===== src/rtl/debounce_bank.sv =====
// debounce_bank: per-channel 2-flop synchronizer and 4-state debounce FSM with registered press/release pulses.
// Define DEBOUNCE_REPEAT_EN to add auto-repeat press pulses while a channel is held high.
module debounce_bank #(
  parameter int          CH         = 4,
  parameter int          CW         = 16,
  parameter int unsigned N          = 16'hffff,
  parameter int          RW         = 24,
  parameter int unsigned REPEAT_DLY = 24'd5000000,
  parameter int unsigned REPEAT_PER = 24'd1000000
) (
  input  logic          clk,
  input  logic          rst,
  input  logic [CH-1:0] I,
  output logic [CH-1:0] Y,
  output logic [CH-1:0] press,
  output logic [CH-1:0] rel
);
  typedef enum logic [1:0] {IDLE = 2'b00, RISE = 2'b01, HIGH = 2'b11, FALL = 2'b10} state_t;
  localparam logic [CW-1:0] NT = CW'(N);
  if (CH < 1 || CH > 32 || N < 1 || 64'(N) >= (64'd1 << CW) || RW < 1 || REPEAT_DLY < 1 || REPEAT_PER < 1) begin : g_bad_cfg
    $error("debounce_bank: parameter out of range");
  end
`ifdef DEBOUNCE_REPEAT_EN
  localparam logic [RW-1:0] RD = RW'(REPEAT_DLY - 1);
  localparam logic [RW-1:0] RP = RW'(REPEAT_PER - 1);
`endif
  for (genvar i = 0; i < CH; i++) begin : g_ch
    logic [1:0]    sync;
    logic          s;
    state_t        st, nx;
    logic [CW-1:0] c;
    logic          rise_ev, fall_ev, rep, pr, rl;
    assign s = sync[1];
    always_ff @(posedge clk or posedge rst)
      if (rst) begin
        sync <= '0;
        st   <= IDLE;
        c    <= '0;
        pr   <= 1'b0;
        rl   <= 1'b0;
      end else begin
        sync <= {sync[0], I[i]};
        st   <= nx;
        c    <= (st == RISE || st == FALL) ? c + 1'b1 : '0;
        pr   <= rise_ev | rep;
        rl   <= fall_ev;
      end
    always_comb begin
      nx      = st;
      rise_ev = st == RISE && s && c == NT;
      fall_ev = st == FALL && !s && c == NT;
      case (st)
        IDLE:    nx = s ? RISE : IDLE;
        RISE:    nx = !s ? IDLE : rise_ev ? HIGH : RISE;
        HIGH:    nx = s ? HIGH : FALL;
        default: nx = s ? HIGH : fall_ev ? IDLE : FALL;
      endcase
    end
`ifdef DEBOUNCE_REPEAT_EN
    logic [RW-1:0] r;
    logic          rf;
    // rf remembers the first repeat was issued; a FALL bounce keeps it so repeats resume at the period
    assign rep = st == HIGH && r == (rf ? RP : RD);
    always_ff @(posedge clk or posedge rst)
      if (rst) begin
        r  <= '0;
        rf <= 1'b0;
      end else begin
        r  <= (st == HIGH && !rep) ? r + 1'b1 : '0;
        rf <= st == HIGH ? (rf | rep) : (st == FALL && rf);
      end
`else
    assign rep = 1'b0;
`endif
    assign Y[i]     = st[1];
    assign press[i] = pr;
    assign rel[i]   = rl;
  end
endmodule

===== config.mk =====
export PLATFORM = sky130hd
export DESIGN_NAME = debounce_bank
export DESIGN_NICKNAME = d
export VERILOG_FILES = /design/src/rtl/debounce_bank.sv
export SDC_FILE = /design/constraint.sdc
export NUM_CORES = 1
export LEC_CHECK = 0
export CORE_UTILIZATION = 60
export CTS_CLUSTER_DIAMETER = 60
export CTS_CLUSTER_SIZE = 30
export DETAILED_ROUTE_END_ITERATION = 10
export PLACE_DENSITY = 0.77
export SKIP_CTS_REPAIR_TIMING = 1
export SYNTH_ARGS = -nofsm -noshare
export SYNTH_HDL_FRONTEND = slang
export SYNTH_SLANG_ARGS = --single-unit

===== constraint.sdc =====
create_clock -name clk -period 8.26 [get_ports clk]
set_input_delay 2.065 -clock clk [delete_from_list [all_inputs] [get_ports clk]]
set_output_delay 2.065 -clock clk [all_outputs]
set_load 0.1 [all_outputs]

==> results.sh <==
# yosys + openroad results
export IMPL_synth_avg_cell_area_um2=10.8
export IMPL_top_layer_used="met4"
export IMPL_critical_path_class="reg2out"
export IMPL_power_share_switching_pct=24.3
export IMPL_start_kind="flip-flop"
export IMPL_fp_nets=419
export IMPL_grt_use_met3_pct=3.71
export IMPL_first_iter_violations=153
export IMPL_static_leakage_power_nw=2.04
export IMPL_dominant_delay_contributor_by_cell_family_on_the_critical_path="buffers and inverters"
export IMPL_synth_flops=88
export IMPL_worst_slew_pin_transition_ps=1070
export IMPL_cts_inserted_buffers=9
export IMPL_clock_buffer_count=11
export IMPL_seq_power_share_pct=59.3
export IMPL_synthesis_area_um2=4260
export IMPL_routedWlPerCell_um=13.6
export IMPL_power_top_consumer="sequential cells"
export IMPL_startpoint_of_the_lowest_slack_register_to_register_path="g_ch[3].c[2]$_DFF_PP0_"
export IMPL_timing_hold_worst_class="reg2reg"
export IMPL_yosysWarnings=0
export IMPL_finalSetupViolCount=0
export IMPL_chipHeight_um=86.3
export IMPL_main_combinational_cell_family_by_area_after_synthesis="simple AND/OR/NAND/NOR gates"
export IMPL_num_nets_final=430
export IMPL_comb_share_pct=40.5
export IMPL_tritoncts="done"
export IMPL_relSlewSlack_pct=28.8
export IMPL_synth_lib_cells_used_distinct=40
export IMPL_gpl_final_weighted_congestion=0.815
export IMPL_top_area_cell_class="flip-flops and latches"
export IMPL_rsz0062_at_grt="false"
export IMPL_yosys_area_top_type="dfrtp_1"
export IMPL_yosys_stat_area_um2=4260
export IMPL_grt_busiest_layer="met2"
export IMPL_maxSlewViolCount=0
export IMPL_syn2layout_area_growth_pct=8.64
export IMPL_clock_sinks=88
export IMPL_count_of_library_flops_with_an_enable_pin=0
export IMPL_compound_area_share_pct=4.26
export IMPL_required_time_of_the_worst_setup_path_ps=6200
export IMPL_hold_worst_slack_ps=352
export IMPL_routedLengthMet1_mm=3.27
export IMPL_cp_buffers_inverters=1
export IMPL_vdd_ir_max_v=0.000125
export IMPL_hold_start="g_ch[3].sync[0]$_DFF_PP0_"
export IMPL_n_multi_input_combinational_cell=268
export IMPL_cap_viol_max_count=0
export IMPL_post_synth_fa_ha_maj_area_fraction_pct=5.88
export IMPL_detailroute_wirelength_met3_um=138
export IMPL_worst_r2r_cell_count=4
export IMPL_timing_critical_path_from="g_ch[0].st[1]$_DFF_PP0_"
export IMPL_detail_route_antenna_nets=0
export IMPL_stdcell_count=505
export IMPL_min_period_ps=4000
export IMPL_run_status="finished, final reports clean"
export IMPL_hold_depth=0
export IMPL_route_met2_wl_mm=3.33
export IMPL_synth_area_mux_share_pct=0.705
export IMPL_synthFlopType="dfrtp_1"
export IMPL_ys_top_cells_by_area="dfrtp_1 (52%), ha_1 (5.9%), and2_1 (5.7%)"
export IMPL_port_buffers=17
export IMPL_flop_count=88
export IMPL_first_pass_iters=4
export IMPL_comb_power_w=0.0000319
export IMPL_timing_clock_skew_ps=10.8
export IMPL_count_of_non_cts_inverters_in_the_layout=19
export IMPL_finalPower_w=0.000752
export IMPL_comb_area_um2=1870
export IMPL_cell_internal_pwr_w=0.000569
export IMPL_cts_root_to_sink_buffers=2
export IMPL_fraction_of_layout_instances_using_a_drive_strength_above_1_pct=5.13
export IMPL_timing_critical_path_to_type="output port"
export IMPL_global_route_usage_total_pct=20.9
export IMPL_regToRegEndpoint="g_ch[3].st[1]$_DFF_PP0_"
export IMPL_layout_buffer_nonclock_area_share_pct=3.84
export IMPL_wire_length_of_the_first_global_routing_pass_mm=12.0
export IMPL_grt_start_max_net_pins=89
## worst reg2reg max path, stage by stage (launching register included)
cell and delay (ps):
dfrtp_1 420, nand4_1 410, nor4_1 540, and3b_1 310, o221ai_1 130
## Yosys cell counts (3+ instances only)
cell	count
nor2b_1	4
nor4_1	8
and4_1	9
ha_1	20
nor3_1	10
a21oi_1	3
nand4_1	22
dfrtp_1	88
mux2i_1	3
and2_1	39
or4_1	5
o31ai_1	5
nor2_1	15
nand2_1	24
nand2b_1	4
and3_1	3
or3_1	4
inv_1	19
xor2_1	19
o31a_1	5
clkbuf_1	5
xnor2_1	26
nand3_1	22
buf_4	12
## state kept, by name, indices dropped and copies added, names as in the netlist
name and count:
g_ch.rl 4, g_ch.pr 4, g_ch.c 64, g_ch.sync 8
g_ch.st 8
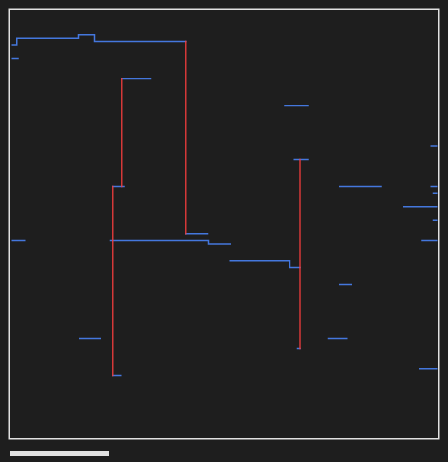
Fig. 1. Wiring by layer.
The bar under the picture is 20 um long. Only two layers are drawn.
M4: marked red, wire length 137 um. M3: marked blue, wire length 138 um.
total number of vias: 2801
Routed Wire Length: 6.88 mm

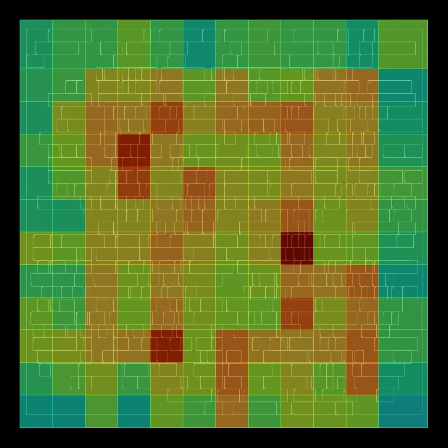
Fig. 2. Congestion heat map.
global-route met2 utilization: 34.5%
GR Layer Usage met1: 26.8%

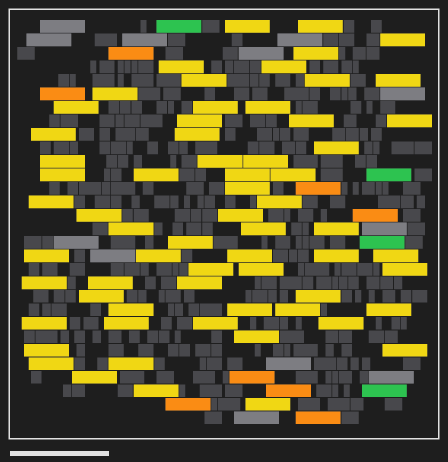
Fig. 3. Sequential cells grouped by signal name.
The bar under the picture is 20 um long. Other sequential cells in the stronger gray, the rest of the logic in the fainter gray.
`g_ch.st`: marked orange, flops 8. `g_ch.rl`: marked green, flops 4. `g_ch.c`: marked yellow, flops 64, where widely spread.
Another 12 sequential cells are not colored.
share of the core filled with cells in the final layout: 67.7%
Sequential Area: 2200 um^2
Flop+latch power: 0.000446 W
sequential share of cell area: 47.6%

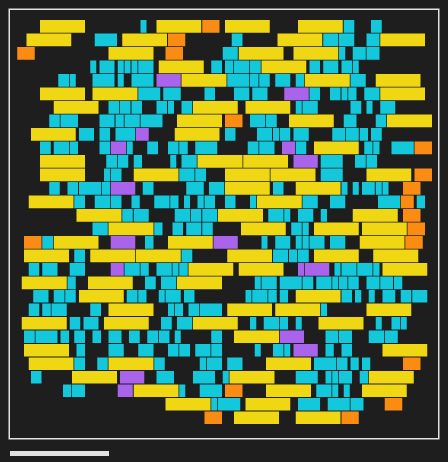
Fig. 4. Cell classes on the final placement.
The bar under the picture is 20 um long.
remaining logic cells: marked cyan, cells 287, share of their area 43%. remaining buffers and delay cells: marked orange, cells 18, share of their area 3.9%. registers: marked yellow, cells 88, share of their area 49%. clock drivers and dummy loads: marked purple, cells 16, share of their area 4.0%.
std cell rows: 30
total non-filler cell area in the finished layout: 4630 um^2
placeable core region: 6830 um^2

Power and IR drop assume default switching activity.
